### config.mk
export PLATFORM = sky130hd
export DESIGN_NAME = i2c_slave_read_word
export DESIGN_NICKNAME = d
export VERILOG_FILES = /design/src/rtl/i2c_pkg.sv /design/src/rtl/i2c_line_cond.sv /design/src/rtl/i2c_slave_read_word.sv
export SDC_FILE = /design/constraint.sdc
export NUM_CORES = 1
export LEC_CHECK = 0
export ABC_AREA = 1
export CAP_MARGIN = 10
export CORE_MARGIN = 10
export CORE_UTILIZATION = 54
export CTS_CLUSTER_SIZE = 12
export DETAILED_ROUTE_END_ITERATION = 8
export PLACE_DENSITY = 0.78
export SLEW_MARGIN = 20
export SYNTH_ARGS = -nofsm -noshare
export SYNTH_HDL_FRONTEND = slang
export SYNTH_SLANG_ARGS = --single-unit
### constraint.sdc
create_clock -name clk -period 2 [get_ports clk]
set_clock_uncertainty 0.1 [all_clocks]
set_input_delay 0.3 -clock clk [delete_from_list [all_inputs] [get_ports clk]]
set_output_delay 0.3 -clock clk [all_outputs]
set_load 0.02 [all_outputs]
### src/rtl/i2c_pkg.sv
// Shared definitions for the I2C slave word receiver.
//   state_t   : receive FSM state encoding
//   BUS_IDLE  : idle level of SCL/SDA (open-drain, pulled high)
//   len_clamp : maps a requested transfer length onto 1..max_len
package i2c_pkg;

    typedef enum logic [2:0] {
        ST_IDLE    = 3'd0,
        ST_WAIT_HI = 3'd1,
        ST_HOLD_HI = 3'd2,
        ST_DONE    = 3'd3,
        ST_ABORT   = 3'd4
    } state_t;

    localparam logic BUS_IDLE = 1'b1;

    // Zero or an over-long request both mean "a full word".
    function automatic int unsigned len_clamp(input int unsigned len,
                                              input int unsigned max_len);
        int unsigned res;
        if ((len == 32'd0) || (len > max_len)) begin
            res = max_len;
        end else begin
            res = len;
        end
        return res;
    endfunction

endpackage

### src/rtl/i2c_line_cond.sv
// Conditions one I2C pad line: 2-flop synchroniser, optional stability
// filter (I2C_SLAVE_READ_WORD_FILTER_EN), then edge detection.
// Ports:
//   clk, rst_n : clock, async active-low reset
//   line_i     : raw pad level
//   level      : conditioned level, time-aligned with rise/fall
//   rise, fall : one-cycle pulses on conditioned edges
// Optional feature macro: I2C_SLAVE_READ_WORD_FILTER_EN (adds FILT_LEN
// clk of latency and rejects pulses shorter than FILT_LEN clk).
module i2c_line_cond
    import i2c_pkg::*;
`ifdef I2C_SLAVE_READ_WORD_FILTER_EN
#(
    parameter int FILT_LEN = 3
)
`endif
(
    input  logic clk,
    input  logic rst_n,
    input  logic line_i,
    output logic level,
    output logic rise,
    output logic fall
);

    logic sync1_r;
    logic sync2_r;
    logic lvl_s;
    logic dly_r;
    logic rise_r;
    logic fall_r;

    // Two-stage synchroniser, resets to the idle bus level.
    always_ff @(posedge clk or negedge rst_n) begin
        if (!rst_n) begin
            sync1_r <= BUS_IDLE;
            sync2_r <= BUS_IDLE;
        end else begin
            sync1_r <= line_i;
            sync2_r <= sync1_r;
        end
    end

`ifdef I2C_SLAVE_READ_WORD_FILTER_EN
    localparam int CNT_W = (FILT_LEN > 1) ? $clog2(FILT_LEN) : 1;

    logic [CNT_W-1:0] filt_cnt_r;
    logic             filt_r;

    // Filtered level follows the input only after FILT_LEN equal samples.
    always_ff @(posedge clk or negedge rst_n) begin
        if (!rst_n) begin
            filt_cnt_r <= {CNT_W{1'b0}};
            filt_r     <= BUS_IDLE;
        end else if (sync2_r != filt_r) begin
            if (filt_cnt_r == CNT_W'(FILT_LEN - 1)) begin
                filt_r     <= sync2_r;
                filt_cnt_r <= {CNT_W{1'b0}};
            end else begin
                filt_cnt_r <= filt_cnt_r + CNT_W'(1);
            end
        end else begin
            filt_cnt_r <= {CNT_W{1'b0}};
        end
    end

    assign lvl_s = filt_r;
`else
    assign lvl_s = sync2_r;
`endif

    // Delay register plus registered edge pulses; dly_r doubles as the
    // level output so level and edges describe the same sample.
    always_ff @(posedge clk or negedge rst_n) begin
        if (!rst_n) begin
            dly_r  <= BUS_IDLE;
            rise_r <= 1'b0;
            fall_r <= 1'b0;
        end else begin
            dly_r  <= lvl_s;
            rise_r <= lvl_s & ~dly_r;
            fall_r <= ~lvl_s & dly_r;
        end
    end

    assign level = dly_r;
    assign rise  = rise_r;
    assign fall  = fall_r;

endmodule

### src/rtl/i2c_slave_read_word.sv
// I2C slave receive engine: shifts in 1..DATA_W bits MSB first on SCL
// rising edges, reports each bit serially and the word in parallel, and
// flags START/STOP conditions and mid-word aborts.
// Ports:
//   clk, rst_n          : clock, async active-low reset
//   rd_en, rd_len       : start request (level) and bit count (0 => DATA_W)
//   rd_ld, data_o       : per-bit strobe and bit value
//   rd_data, rd_finish  : right-aligned word and completion/abort strobe
//   busy                : transfer in progress
//   get_start, get_stop : bus condition strobes (active in every state)
//   bus_err             : abort indication, coincident with rd_finish
//   scl_i, sda_i        : pad inputs
// Optional feature macro: I2C_SLAVE_READ_WORD_FILTER_EN.
module i2c_slave_read_word
    import i2c_pkg::*;
#(
    parameter int DATA_W   = 16,
    parameter int LEN_W    = 5,
    parameter int FILT_LEN = 3
) (
    input  logic              clk,
    input  logic              rst_n,
    input  logic              rd_en,
    input  logic [LEN_W-1:0]  rd_len,
    output logic              rd_ld,
    output logic              data_o,
    output logic [DATA_W-1:0] rd_data,
    output logic              rd_finish,
    output logic              busy,
    output logic              get_start,
    output logic              get_stop,
    output logic              bus_err,
    input  logic              scl_i,
    input  logic              sda_i
);

    logic scl_lvl, scl_rise, scl_fall;
    logic sda_lvl, sda_rise, sda_fall;

`ifdef I2C_SLAVE_READ_WORD_FILTER_EN
    i2c_line_cond #(.FILT_LEN(FILT_LEN)) u_scl_cond (
`else
    i2c_line_cond u_scl_cond (
`endif
        .clk    (clk),
        .rst_n  (rst_n),
        .line_i (scl_i),
        .level  (scl_lvl),
        .rise   (scl_rise),
        .fall   (scl_fall)
    );

`ifdef I2C_SLAVE_READ_WORD_FILTER_EN
    i2c_line_cond #(.FILT_LEN(FILT_LEN)) u_sda_cond (
`else
    i2c_line_cond u_sda_cond (
`endif
        .clk    (clk),
        .rst_n  (rst_n),
        .line_i (sda_i),
        .level  (sda_lvl),
        .rise   (sda_rise),
        .fall   (sda_fall)
    );

    // An SCL edge in the same sample masks any SDA edge (SCL wins).
    logic start_s;
    logic stop_s;
    assign start_s = sda_fall & scl_lvl & ~scl_rise & ~scl_fall;
    assign stop_s  = sda_rise & scl_lvl & ~scl_rise & ~scl_fall;

    state_t            state_r, next_state_s;
    logic [LEN_W-1:0]  len_r;
    logic [LEN_W-1:0]  count_r;
    logic [DATA_W-1:0] shift_r;

    logic              rd_ld_r, data_o_r, rd_finish_r, busy_r;
    logic              get_start_r, get_stop_r, bus_err_r;
    logic [DATA_W-1:0] rd_data_r;

    logic              rd_ld_s, data_o_s, rd_finish_s, busy_s;
    logic              bus_err_s;
    logic [DATA_W-1:0] rd_data_s;

    // FSM state register.
    always_ff @(posedge clk or negedge rst_n) begin
        if (!rst_n) begin
            state_r <= ST_IDLE;
        end else begin
            state_r <= next_state_s;
        end
    end

    // FSM next-state decode.
    always_comb begin
        next_state_s = state_r;
        case (state_r)
            ST_IDLE: begin
                if (rd_en) begin
                    next_state_s = ST_WAIT_HI;
                end else begin
                    next_state_s = ST_IDLE;
                end
            end
            ST_WAIT_HI: begin
                if (scl_rise) begin
                    next_state_s = ST_HOLD_HI;
                end else begin
                    next_state_s = ST_WAIT_HI;
                end
            end
            ST_HOLD_HI: begin
                if (scl_fall) begin
                    if (count_r == len_r) begin
                        next_state_s = ST_DONE;
                    end else begin
                        next_state_s = ST_WAIT_HI;
                    end
                end else if (start_s || stop_s) begin
                    next_state_s = ST_ABORT;
                end else begin
                    next_state_s = ST_HOLD_HI;
                end
            end
            ST_DONE:  next_state_s = ST_IDLE;
            ST_ABORT: next_state_s = ST_IDLE;
            default:  next_state_s = ST_IDLE;
        endcase
    end

    // FSM output decode; values are registered so the strobes land in the
    // cycle the FSM enters DONE/ABORT.
    always_comb begin
        rd_ld_s     = 1'b0;
        data_o_s    = 1'b0;
        rd_finish_s = 1'b0;
        bus_err_s   = 1'b0;
        busy_s      = 1'b0;
        rd_data_s   = rd_data_r;
        if ((state_r == ST_WAIT_HI) && scl_rise) begin
            rd_ld_s  = 1'b1;
            data_o_s = sda_lvl;
        end else begin
            rd_ld_s  = 1'b0;
            data_o_s = 1'b0;
        end
        if ((next_state_s == ST_DONE) || (next_state_s == ST_ABORT)) begin
            rd_finish_s = 1'b1;
            rd_data_s   = shift_r;
        end else begin
            rd_finish_s = 1'b0;
        end
        if (next_state_s == ST_ABORT) begin
            bus_err_s = 1'b1;
        end else begin
            bus_err_s = 1'b0;
        end
        if ((next_state_s == ST_WAIT_HI) || (next_state_s == ST_HOLD_HI)) begin
            busy_s = 1'b1;
        end else begin
            busy_s = 1'b0;
        end
    end

    // Transfer datapath: length latch, bit counter, shift register.
    always_ff @(posedge clk or negedge rst_n) begin
        if (!rst_n) begin
            len_r   <= {LEN_W{1'b0}};
            count_r <= {LEN_W{1'b0}};
            shift_r <= {DATA_W{1'b0}};
        end else if ((state_r == ST_IDLE) && rd_en) begin
            len_r   <= LEN_W'(len_clamp(32'(rd_len), DATA_W));
            count_r <= {LEN_W{1'b0}};
            shift_r <= {DATA_W{1'b0}};
        end else if ((state_r == ST_WAIT_HI) && scl_rise) begin
            // Cleared at start, so shifting in from the LSB keeps a short
            // or aborted word right-aligned.
            shift_r <= {shift_r[DATA_W-2:0], sda_lvl};
            if (count_r < len_r) begin
                count_r <= count_r + LEN_W'(1);
            end else begin
                count_r <= count_r;
            end
        end else begin
            len_r   <= len_r;
            count_r <= count_r;
            shift_r <= shift_r;
        end
    end

    // Output registers.
    always_ff @(posedge clk or negedge rst_n) begin
        if (!rst_n) begin
            rd_ld_r     <= 1'b0;
            data_o_r    <= 1'b0;
            rd_finish_r <= 1'b0;
            busy_r      <= 1'b0;
            get_start_r <= 1'b0;
            get_stop_r  <= 1'b0;
            bus_err_r   <= 1'b0;
            rd_data_r   <= {DATA_W{1'b0}};
        end else begin
            rd_ld_r     <= rd_ld_s;
            data_o_r    <= data_o_s;
            rd_finish_r <= rd_finish_s;
            busy_r      <= busy_s;
            get_start_r <= start_s;
            get_stop_r  <= stop_s;
            bus_err_r   <= bus_err_s;
            rd_data_r   <= rd_data_s;
        end
    end

    assign rd_ld     = rd_ld_r;
    assign data_o    = data_o_r;
    assign rd_finish = rd_finish_r;
    assign busy      = busy_r;
    assign get_start = get_start_r;
    assign get_stop  = get_stop_r;
    assign bus_err   = bus_err_r;
    assign rd_data   = rd_data_r;

endmodule

**A small window of the routed layout**

Region (54, 54) to (79, 79) um. Cells in gray, sequential cells in the stronger gray; small squares are vias.
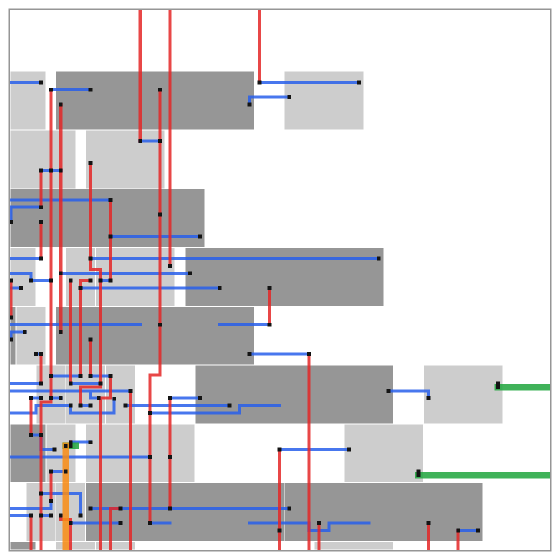
Key: red = M2; orange = M4; blue = M1; green = M3
Sequential cells in the window: 7. Netlist names of flops here include `rd_data` (4). 23 logic cells have their middle in the window. Most frequent: dfrtp_1 (7), nand2_1 (5), clkdlybuf4s50_1 (5).

**Metal 1**

Drawn at 3 px/um.
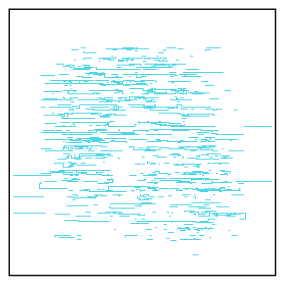
The longest straight run is 19.6 um. 276 nets have wire on it. The layer holds 42% of the routed length.

==> results.txt <==
status: finished clean
CP arrival: 2.02 ns
CP startpoint kind: register
GR Util met1: 17.0%
Top cell excl fill/tap: dfrtp_1
cell area after synthesis: 2520 um^2
Avg WL per Cell: 14.6 um
fa+ha+maj area frac: 3.48%
post-CTS resize count: 0
Hold Slack: 0.258 ns
Leakage: 1.58 nW
leading cell category by total area: flip-flops and latches
CP dominant cell by count: nand2_1
Seq pwr share: 41.0%
CP Cell Sequence: ha_1 > nand2_1 > nor2_2 > nand2_1 > nand2_1 > nand3_1 > nand2_2 > nand2_4 > buf_12 > nand3_1 > nand2_1
final setup TNS: 0 ns
yosys xor share: 1.04%
Die Wd: 88.3 um
share of cells above drive strength 1: 15.9%
setup ws final: 0.115 ns
Non-Filler Instances: 348
Synth async-reset ratio: 100%
Seq/total area: 49.0%
CTS buffer count: 9
Basic Gates by Area: 17.3%
power in sequential cells: 0.00165 W
antenna cells: 0
Worst VDD drop: 0.669 mV
yosys aoi share: 8.80%
Post-synth EDFFs: 0
Synth warnings: 0
clock sink count: 62
Synth Seq Share: 61.9%
top cells by count: 56 x dfrtp_1, 47 x nand2_1, 35 x inv_1
Nets: 308
TritonCTS clock tree: built
row cnt: 24
Mean Syn Cell Area: 10.4 um^2
Crit Path Class: register to register
via-per-instance ratio: 5.24
Post-CTS Hold Fix Bufs: 1
P_clk: 0.00110 W
cell count after placement: 327
gpl congestion: 0.784
I/O Buffers: 32
Pwr top: registers
Registers, synthesis: 62
Yosys top cell by instances: dfrtp_1
drt first-iter violations: 91
vias: 1,822
Area leader share: 55.7%
Max Buffers Root-to-Sink: 2
first-pass GRT wire length: 8.49 mm
tool warnings: 26
Dominant comb cell: simple AND/OR/NAND/NOR gates
Fillers: 329
Detail Route Antenna Nets: 0
initial antenna violation count: 0
synthesis area per yosys: 2520 um^2
latest clock arrival within the worst-skew pair: 0.34 ns
First-pass DRT Iterations: 4
CP Max Fanout: 10
vias in the first global route: 1,804
met3 usage: 6.71%
P_sw: 0.00138 W
Synth Flop Type: dfrtp_1
htree depth: 3
Post-CTS Setup Repair Bufs: 0
Clock-cell share: 6.25%
die height: 88.3 um
nonclk inv count: 38
worst slew pin tran: 0.463 ns
# DRC: 0
clk root buf: clkbuf_8
clock buf count: 11
Worst path top cell family by delay: simple AND/OR/NAND/NOR gates
flop count: 62
count of pins over their slew limit: 0
non-clk buf share: 13.6%
combinational fraction of design power: 31.5%
Layout area overhead: 26.4%
Comb power: 0.00127 W
Comb gates: 136
total of max-cap violations: 0
Buf/Inv on CP: 1
Cell Type Count: 30
multi-input gate share of the layout cell area: 24.6%
Gate Count Post-Synth: 243
Slew HR: 69.0%
pre-CTS setup slack: -0.0673 ns
Sw Ratio: 34.3%
Storage cell area: 1560 um^2
max incr delay on CP: 0.40 ns
final hold violations: 0
Total Power: 0.00402 W
largest net degree at the start of global routing: 63
CORE AREA: 4440 um^2
Final Cell Area: 3180 um^2
hpwl dp: 3.30 mm
ys cells: 243
fin crit period: 1.89 ns
chip area: 7790 um^2
critical path's slowest cell: dfrtp_1
CTS clock-pin slew for the worst setup and hold paths: 0.07 ns
IO Pins: 33
cell internal pwr: 0.00264 W
Max Fclk: 530 MHz
routed wire length: 5.09 mm
Core Density at Floorplan: 56.6%
mux frac, synth: 0%
CP required: 2.13 ns
final setup violation count: 0
**Routing congestion map**

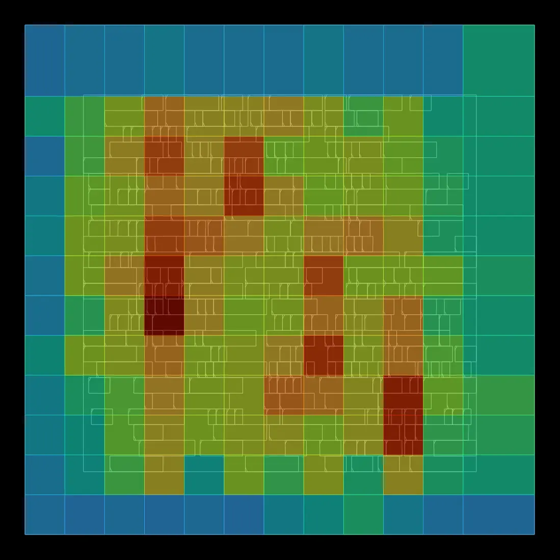
overall routing resource usage: 14.4%
routing usage on met2: 21.6%
final core utilization: 71.6%
busiest grt layer: met2

worst paths after layout:
kind	cells past startpoint	from	slack, ns	to
setup reg to reg	11	count_r[4]	0.11	rd_data[15]
hold / removal	0	u_sda_cond.sync1_r	0.26	u_sda_cond.lvl_s
min in group asynchronous	3	rst_n	0.40	len_r[4]
max in group asynchronous	3	rst_n	1.09	u_scl_cond.lvl_s
hold reg to reg	0	u_sda_cond.sync1_r	0.26	u_sda_cond.lvl_s
setup / recovery	11	count_r[4]	0.11	rd_data[15]
routing by layer:
metal	up-vias	routed length, um
met4	0	62
met2	44	2540
met1	883	2160
li1	889	-
met3	6	334
met5	-	0
flip-flops by register name (all words and copies together), names as in the netlist, 3 cells and up:
register	cells
state_r	3
len_r	5
shift_r	16
count_r	5
rd_data	16
No activity file was given, so power comes from the tool's default toggle rates.
